## src/rtl/mem_port_arbiter.sv

```systemverilog
// Two-port memory arbiter with lock ownership, a 16-beat lock limit and registered read-valid return.
// Define ARB_ROUND_ROBIN_EN for round-robin idle arbitration; otherwise port 0 has fixed priority.
module mem_port_arbiter (
    input  logic        clk,
    input  logic        rst,
    input  logic        req0,
    input  logic        lock0,
    input  logic [31:0] addr0,
    input  logic [31:0] wdata0,
    input  logic [2:0]  wmode0,
    input  logic [2:0]  rmode0,
    input  logic        unsigned0,
    input  logic        req1,
    input  logic        lock1,
    input  logic [31:0] addr1,
    input  logic [31:0] wdata1,
    input  logic [2:0]  wmode1,
    input  logic [2:0]  rmode1,
    input  logic        unsigned1,
    output logic        gnt0,
    output logic        rvalid0,
    output logic [31:0] rdata0,
    output logic        gnt1,
    output logic        rvalid1,
    output logic [31:0] rdata1,
    output logic [31:0] mem_address,
    output logic [31:0] mem_data,
    output logic [2:0]  mem_writeMode,
    output logic [2:0]  mem_readMode,
    output logic        mem_unsignedLoad,
    input  logic [31:0] mem_dataOutput
);

    typedef enum logic [1:0] {IDLE, OWN0, OWN1} state_e;

    // The granting beat in IDLE is the first locked beat, so 15 beats in OWNn make 16.
    localparam logic [3:0] LOCK_LAST_CNT = 4'd14;

    state_e      state_q, state_d;
    logic [3:0]  cnt_q, cnt_d;
    logic        rvalid0_q, rvalid0_d;
    logic        rvalid1_q, rvalid1_d;
    logic        yield_q, yield_d;
    logic        yield_to_q, yield_to_d;
    logic        prefer1;
    logic        arb0, arb1;
    logic        hold0, hold1;
    logic        win0, win1;

`ifdef ARB_ROUND_ROBIN_EN
    logic        last_q, last_d;

    always_comb begin
        prefer1 = yield_q ? yield_to_q : ~last_q;
        last_d  = win1 ? 1'b1 : (win0 ? 1'b0 : last_q);
    end
`else
    always_comb begin
        prefer1 = yield_q & yield_to_q;
    end
`endif

    // NOTE: every signal assigned here gets a default first so no latch is inferred.
    always_comb begin
        arb0       = req0 & (~req1 | ~prefer1);
        arb1       = req1 & (~req0 | prefer1);
        hold0      = (state_q == OWN0) & req0;
        hold1      = (state_q == OWN1) & req1;
        win0       = 1'b0;
        win1       = 1'b0;
        state_d    = IDLE;
        yield_d    = 1'b0;
        yield_to_d = yield_to_q;

        if (hold0 || hold1) begin
            win0    = hold0;
            win1    = hold1;
            state_d = state_q;
            if (cnt_q == LOCK_LAST_CNT) begin
                state_d    = IDLE;
                yield_d    = 1'b1;
                yield_to_d = hold0;
            end else if ((hold0 && !lock0) || (hold1 && !lock1)) begin
                state_d = IDLE;
            end
        end else begin
            // An owner that drops its request no longer blocks the other port.
            win0 = arb0;
            win1 = arb1;
            if (arb0 && lock0) begin
                state_d = OWN0;
            end else if (arb1 && lock1) begin
                state_d = OWN1;
            end
        end

        cnt_d = ((hold0 || hold1) && state_d == state_q) ? cnt_q + 4'd1 : 4'd0;

        gnt0 = win0 & ~rst;
        gnt1 = win1 & ~rst;

        rvalid0_d = gnt0 & (wmode0 == 3'd0) & (rmode0 != 3'd0);
        rvalid1_d = gnt1 & (wmode1 == 3'd0) & (rmode1 != 3'd0);
    end

    always_comb begin
        mem_address      = 32'd0;
        mem_data         = 32'd0;
        mem_writeMode    = 3'd0;
        mem_readMode     = 3'd0;
        mem_unsignedLoad = 1'b0;
        if (gnt0) begin
            mem_address      = addr0;
            mem_data         = wdata0;
            mem_writeMode    = wmode0;
            mem_readMode     = rmode0;
            mem_unsignedLoad = unsigned0;
        end else if (gnt1) begin
            mem_address      = addr1;
            mem_data         = wdata1;
            mem_writeMode    = wmode1;
            mem_readMode     = rmode1;
            mem_unsignedLoad = unsigned1;
        end
    end

    // Masking with rst drops a read already in flight when reset arrives.
    always_comb begin
        rvalid0 = rvalid0_q & ~rst;
        rvalid1 = rvalid1_q & ~rst;
        rdata0  = rvalid0 ? mem_dataOutput : 32'd0;
        rdata1  = rvalid1 ? mem_dataOutput : 32'd0;
    end

    // NOTE: state registers use non-blocking assignments so all flops update together.
    always_ff @(posedge clk) begin
        if (rst) begin
            state_q    <= IDLE;
            cnt_q      <= 4'd0;
            rvalid0_q  <= 1'b0;
            rvalid1_q  <= 1'b0;
            yield_q    <= 1'b0;
            yield_to_q <= 1'b0;
`ifdef ARB_ROUND_ROBIN_EN
            last_q     <= 1'b1;
`endif
        end else begin
            state_q    <= state_d;
            cnt_q      <= cnt_d;
            rvalid0_q  <= rvalid0_d;
            rvalid1_q  <= rvalid1_d;
            yield_q    <= yield_d;
            yield_to_q <= yield_to_d;
`ifdef ARB_ROUND_ROBIN_EN
            last_q     <= last_d;
`endif
        end
    end

endmodule

```

## config.mk

```make
export PLATFORM = sky130hd
export DESIGN_NAME = mem_port_arbiter
export DESIGN_NICKNAME = d
export VERILOG_FILES = /design/src/rtl/mem_port_arbiter.sv
export SDC_FILE = /design/constraint.sdc
export NUM_CORES = 1
export LEC_CHECK = 0
export ABC_AREA = 1
export CORE_AREA = 3 3 123 125
export CTS_BUF_LIST = sky130_fd_sc_hd__clkbuf_8
export CTS_CLUSTER_DIAMETER = 30
export CTS_CLUSTER_SIZE = 24
export DETAILED_ROUTE_END_ITERATION = 7
export DIE_AREA = 0 0 126 128
export PLACE_DENSITY = 0.59
export SLEW_MARGIN = 25
export SYNTH_ARGS = -nofsm -noshare
export SYNTH_HDL_FRONTEND = slang
export SYNTH_SLANG_ARGS = --single-unit
export TNS_END_PERCENT = 30
```

## constraint.sdc

```tcl
create_clock -name clk -period 1.8 [get_ports clk]
set_input_delay 0.36 -clock clk [delete_from_list [all_inputs] [get_ports clk]]
set_output_delay 0.36 -clock clk [all_outputs]
set_load 0.05 [all_outputs]
```

cell_classes.png
(4 px per um)
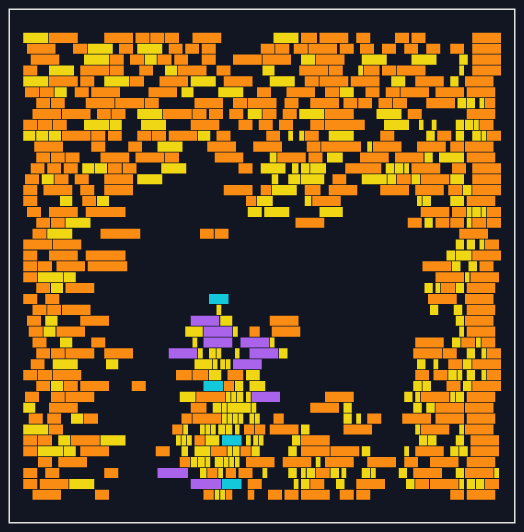
other buffers and delay cells: marked orange, cells 354. flip-flops: marked purple, cells 10. all other logic: marked yellow, cells 246. clock drivers and dummy loads: marked cyan, cells 4.

registers.png
(3 px per um) Other sequential cells in the stronger grey, the rest of the logic in the fainter grey.
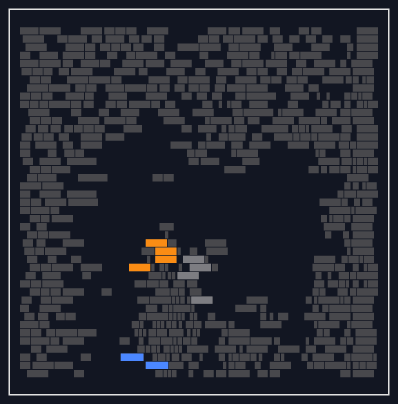
cnt_q: marked orange, placed flops 4. state_q: marked blue, placed flops 2.

met3.png
(2 px per um) Cells faint in the background.
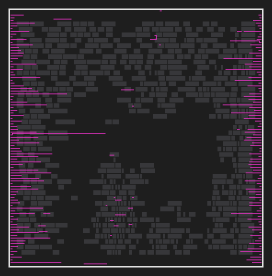
The longest straight run is 46.5 um. The wires run mostly horizontal.

==> results.py <==
# Metrics from the implementation run
metrics = {
    "status": {
        "status": "complete, but fails checks",
        "violations": "setup timing",
    },
    "layout": {
        "ff_latch_area_sq_um": 203,
        "n_all_inverters": 46,
        "finalNetCount": 797,
        "largest_reg_flops": 4,
        "seq_cell_count": 10,
    },
    "global_routing": {
        "grt_max_degree": 34,
        "grtUsageMet2_pct": 34.3,
    },
    "synthesis": {
        "edf_count": 0,
        "top_area_cell": "a22o_1",
        "fp_nets": 458,
        "yosys_cells": 276,
    },
    "final_timing": {
        "setup_ws_ps": -319,
        "min_period_ps": 2120,
        "setup_viol": 73,
        "worstMarginPinSlew_ps": 251,
    },
    "detailed_routing": {
        "ant_nets": 0,
    },
    "power_and_ir_drop": {
        "irDropWorstVdd_uv": 175,
        "swShare_pct": 39.8,
        "powerClk_w": 0.000294,
    },
    "placement": {
        "place.gp.congestion": 0.898,
    },
    "hold_path": {
        "hold_class": "input pin to flop",
    },
    "cts": {
        "cts_setup_buffers": 8,
        "numCtsBuffers": 3,
        "cts_tree": "done",
    },
    "worst_setup_path": {
        "crit_slowest_cell": "dfxtp_2",
        "cp_num_buf_inv": 5,
        "critPathCapture": "mem_data[12]",
    },
}
